==> images/pinout.png <==
Pins as bars across the die edge, other pins in gray.
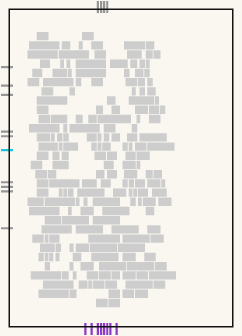
==> images/layers.png <==
Two of the layers only.
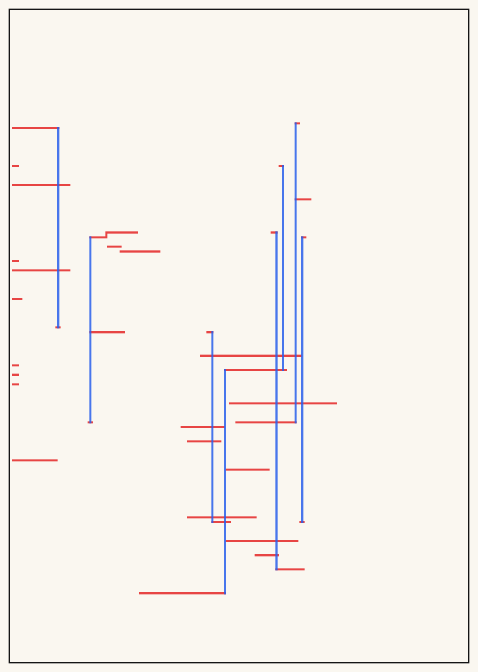
**config.mk**
```make
export PLATFORM = sky130hd
export DESIGN_NAME = mux8_arbiter
export DESIGN_NICKNAME = d
export VERILOG_FILES = /design/src/rtl/mux8_arbiter.sv
export SDC_FILE = /design/constraint.sdc
export NUM_CORES = 1
export LEC_CHECK = 0
export ABC_AREA = 0
export CORE_ASPECT_RATIO = 1.5
export CORE_MARGIN = 5
export CORE_UTILIZATION = 40
export DETAILED_ROUTE_END_ITERATION = 10
export PLACE_DENSITY = 0.6
export SKIP_LAST_GASP = 1
export SYNTH_ARGS = -nofsm -noshare
export SYNTH_HDL_FRONTEND = slang
export SYNTH_SLANG_ARGS = --single-unit
export TNS_END_PERCENT = 5
```
**constraint.sdc**
```tcl
create_clock -name clk -period 4.38 [get_ports clk]
set_clock_uncertainty 0.1 [all_clocks]
set_input_delay 0.876 -clock clk [delete_from_list [all_inputs] [get_ports clk]]
set_output_delay 0.876 -clock clk [all_outputs]
set_load 0.02 [all_outputs]
```
**src/rtl/mux8_arbiter.sv**
```systemverilog
// Round-robin arbiter granting one mux8 datapath to one of eight requesters.
// Optional hold timeout enabled by defining MUX8_ARB_TIMEOUT_EN (limit set by HOLD_MAX).
module mux8_arbiter #(
    parameter int unsigned HOLD_MAX = 15
) (
    input  logic       clk,
    input  logic       rst,
    input  logic [7:0] req,
    output logic [7:0] gnt,
    output logic       s0,
    output logic       s1,
    output logic       s2,
    output logic       busy
);

    localparam logic [0:0] IDLE  = 1'b0;
    localparam logic [0:0] GRANT = 1'b1;

    if (HOLD_MAX < 1 || HOLD_MAX > 255) begin : g_hold_range
        $error("mux8_arbiter: HOLD_MAX must be within 1..255");
    end

    logic [0:0] state_q, state_d;
    logic [7:0] gnt_q, gnt_d;
    logic [2:0] sel_q, sel_d;
    logic [2:0] ptr_q, ptr_d;
    logic [7:0] cnt_q, cnt_d;
    logic       busy_q, busy_d;

    logic [2:0] win;
    logic [2:0] idx;
    logic       hit;
    logic       tmo;

    // First requester at or after ptr, wrapping modulo 8 via 3-bit arithmetic.
    always_comb begin
        win = '0;
        idx = '0;
        hit = 1'b0;
        for (int k = 0; k < 8; k++) begin
            idx = ptr_q + 3'(k);
            if (!hit && req[idx]) begin
                hit = 1'b1;
                win = idx;
            end
        end
    end

`ifdef MUX8_ARB_TIMEOUT_EN
    localparam logic [7:0] HOLD_LAST = 8'(HOLD_MAX - 1);
    assign tmo = (cnt_q == HOLD_LAST);
`else
    assign tmo = 1'b0;
`endif

    always_comb begin
        state_d = state_q;
        gnt_d   = gnt_q;
        sel_d   = sel_q;
        ptr_d   = ptr_q;
        cnt_d   = cnt_q;
        busy_d  = busy_q;
        case (state_q)
            IDLE: begin
                if (hit) begin
                    state_d = GRANT;
                    gnt_d   = 8'b1 << win;
                    sel_d   = win;
                    busy_d  = 1'b1;
                    cnt_d   = '0;
                end
            end
            default: begin
                // sel_q holds the owner index for the whole grant.
                if (!req[sel_q] || tmo) begin
                    state_d = IDLE;
                    gnt_d   = '0;
                    busy_d  = 1'b0;
                    ptr_d   = sel_q + 3'd1;
                end else if (cnt_q != 8'hFF) begin
                    cnt_d = cnt_q + 8'd1;
                end
            end
        endcase
    end

    always_ff @(posedge clk or posedge rst) begin
        if (rst) begin
            state_q <= IDLE;
            gnt_q   <= '0;
            sel_q   <= '0;
            ptr_q   <= '0;
            cnt_q   <= '0;
            busy_q  <= 1'b0;
        end else begin
            state_q <= state_d;
            gnt_q   <= gnt_d;
            sel_q   <= sel_d;
            ptr_q   <= ptr_d;
            cnt_q   <= cnt_d;
            busy_q  <= busy_d;
        end
    end

    assign gnt          = gnt_q;
    assign {s2, s1, s0} = sel_q;
    assign busy         = busy_q;

endmodule

```
==> impl_metrics.yaml <==
# yosys + openroad results
logic_synthesis:
  syn-instance-count: 175
  synth_chip_area_sq_mm: 0.001856
  synth-edff-count: 0
  ys_seq_share_pct: 21.58
  ys_cells: 175
  synth_async_sr_flop_share_pct: 100.0
  synth_area_per_cell_sq_um: 10.60
  ys_top_cells_by_area: "sky130_fd_sc_hd__dfrtp_1 22%, sky130_fd_sc_hd__mux4_2 21%, sky130_fd_sc_hd__mux2_2 8.5%"
  synth_warnings: 0
  synth.cell_area_sq_mm: 0.001856
  syn_nets: 188
  ff_type: "sky130_fd_sc_hd__dfrtp_1"
  synth.largest_area_cell: "sky130_fd_sc_hd__dfrtp_1"
  numSynthFlops: 16
  synth_largest_type_area_fraction_pct: 21.58
  synth.lib_cells_used.distinct: 52
setup_path:
  crit_path_max_incr_delay_ns: 0.63
  crit_chain: "clkdlybuf4s50_1 -> mux4_2 -> or4_4 -> nor3_2 -> a21oi_1 -> nor2_1 -> nand2_1 -> o31ai_1"
  timing.critical_path.to_type: "flip-flop"
  worst_case_reg_to_reg_path_depth: 10
  worst-path-max-fanout: 12
  regToRegStartpoint: "ptr_q[0]$_DFFE_PP0P_"
  reg2reg_to: "gnt[0]$_DFFE_PP0P_"
  critical_path_arrival_ns: 3.81
  criticalPathCategory: "input port to flip-flop"
  worst_ep_required_time_ns: 4.44
  crit_path_max_delay_cell_type: "sky130_fd_sc_hd__or4_4"
  r2r_slack_ns: 0.76
  start_kind: "input port"
  cp-endpoint: "gnt[0]$_DFFE_PP0P_"
  critical_path.startpoint: "req[6]"
clock_tree:
  number_of_sinks_on_the_clock_net: 16
  post_cts_buffers: 0
  cts_resized: 0
  path_clk_slew_ns: 0.07
  tritoncts.num_buffers: 3
  ctsLongestPathBuffers: 2
  clock_latency_ns: 0.26
  ctsHtreeMaxLevel: 1
  tritoncts: "built"
  root_buffer: "sky130_fd_sc_hd__clkbuf_8"
  cts-hold-fix-buffers: 0
finish:
  mostFrequentLayoutCells: "21 x sky130_fd_sc_hd__clkdlybuf4s50_1, 17 x sky130_fd_sc_hd__mux4_2, 16 x sky130_fd_sc_hd__nand2_1, 16 x sky130_fd_sc_hd__dfrtp_1, 14 x sky130_fd_sc_hd__mux2_2"
  area_growth_pct: 15.17
  final_net_count: 205
  antennaDiodeCount: 0
  layout-drive-gt1-share_pct: 27.23
  layout.cells.most_common: "sky130_fd_sc_hd__clkdlybuf4s50_1"
  final_core_utilization_pct: 47.44
  final_design_area_no_fill_sq_mm: 0.002137
  finish.cell_count_without_fillers: 239
floorplan:
  top_level_ports: 22
  die_h_um: 93.42
  design.die.area_sq_mm: 0.006129
  die_width_um: 65.61
  core_region_area_sq_mm: 0.004504
  rows: 30
  core_util_floorplan_pct: 41.19
timing:
  timing.final.crit_period_ns: 3.750
  setup_viol: 0
  rsz_0062_raised_after_global_routing: "no"
  fmax_mhz: 266.7
  timing_max_transition_violations_final: 0
  worstMarginPinSlew_ns: 0.6471
  finalCritPeriodShare_pct: 85.62
  fin_setup_tns_ns: 0
  finalHoldViolCount: 0
  timing.slew.headroom_pct: 56.55
routing:
  wl_per_cell_um: 20.73
  top_layer_used: "met4"
  vias_per_cell: 6.590
  detailed_routing_iterations_pass_1: 4
  wl_um: 4954
  met2_length_um: 2771
  route.met3.wl_um: 162
  antenna_violating_nets_post_route: 0
  m1WireLength_um: 1745
  detail_route.iter0.violations: 46
  remaining_drc_errors: 0
  routed-via-count: 1575
placement:
  dp.final_hpwl_um: 3910
  placedCellCount: 235
  routabilityCongestion: 0.8572
  area_after_dpl_sq_mm: 0.002082
  port_buffers: 21
grt:
  first_pass_grt_wire_length_um: 8314
  grt_pass1_vias: 1655
  globalRouteTotalUtil_pct: 17.55
  antenna_found_initial: 0
  grt_max_degree: 21
  global_route.overflow_total: 0
worst_hold_path:
  hold_path_class: "flip-flop to flip-flop"
job:
  stage_log_warnings: 27
  timing.max_cap.violations: 0
outcome:
  run_status: "complete, no violations"
## Picture notes: pinout.png
Key: s2 = cyan [pins 1, direction output, edge west]; req = purple [pins 8, direction input, edge south]

## Picture notes: layers.png
Key: M3 = red [wire length 162 um]; M4 = blue [wire length 275 um]

[stage by stage]
stage	hold WS (ns)	worst slack, ns
2_1_floorplan	0.4677	0.8030
3_3_place_gp	0.3737	0.4441
3_5_place_dp	0.3872	0.4098
4_1_cts	0.4034	0.6549
5_1_grt	0.4229	0.4138
6_report	0.4033	0.6300
[worst max-delay path: cells and delay by family]
kind,cells,cell delay [ns]
AOI/OAI and AO/OA,2,0.31
buffers and inverters,1,0.62
muxes,1,0.59
and+or+nand+nor,4,1.42
[cell type report]
| type | count | area (sq um) |
|---|---|---|
| inverters | 8 | 30.03 |
| flip-flops and latches | 16 | 400.4 |
| clock buffers | 4 | 55.05 |
| multi-input cells | 137 | 1344 |
| repair buffers | 26 | 247.7 |
| fillers | 431 | 2367 |
| well taps | 48 | 60.06 |
[Yosys cell counts, drive strengths merged (3+ instances only)]
library cell and n:
a21oi 8, inv 8, a22oi 3, o21ai 8, clkbuf 6, nand2 16, mux2i 7, nor3 5
mux2 15, o22ai 3, nor2 8, xnor2 3, ha 3, mux4 18, dfrtp 16, buf 8
[worst min-delay path by stage]
stage                          to  slack [ns]          startpoint  depth (start not counted)
3_5_place_dp   gnt[6]$_DFFE_PP0P_        0.39  gnt[6]$_DFFE_PP0P_                          1
3_3_place_gp   gnt[0]$_DFFE_PP0P_        0.37  gnt[0]$_DFFE_PP0P_                          2
5_1_grt        gnt[1]$_DFFE_PP0P_        0.42  gnt[1]$_DFFE_PP0P_                          2
4_1_cts        gnt[1]$_DFFE_PP0P_        0.40  gnt[1]$_DFFE_PP0P_                          2
6_report       gnt[6]$_DFFE_PP0P_        0.40  gnt[6]$_DFFE_PP0P_                          1
2_1_floorplan   state_q$_DFF_PP0_        0.47   state_q$_DFF_PP0_                          2
[state kept, by name, indices dropped and copies added (netlist names)]
name,flops
busy,1
sel_q,3
ptr_q,3
gnt,8
state_q,1
[logic make-up after synthesis]
| logic type | synth area share, % |
|---|---|
| adders and majority gates | 2.023 |
| and+or+nand+nor | 13.55 |
| muxes | 34.93 |
| xor gates and xnor gates | 2.361 |
| buffers and inverters | 6.001 |
| DFF | 21.58 |
| AOI/OAI and AO/OA | 19.55 |
[layer usage]
layer	vias up	track usage, %
met5	-	0
met4	0	11.42
met3	18	1.442
met2	48	31.36
met1	795	19.41
li1	714	-
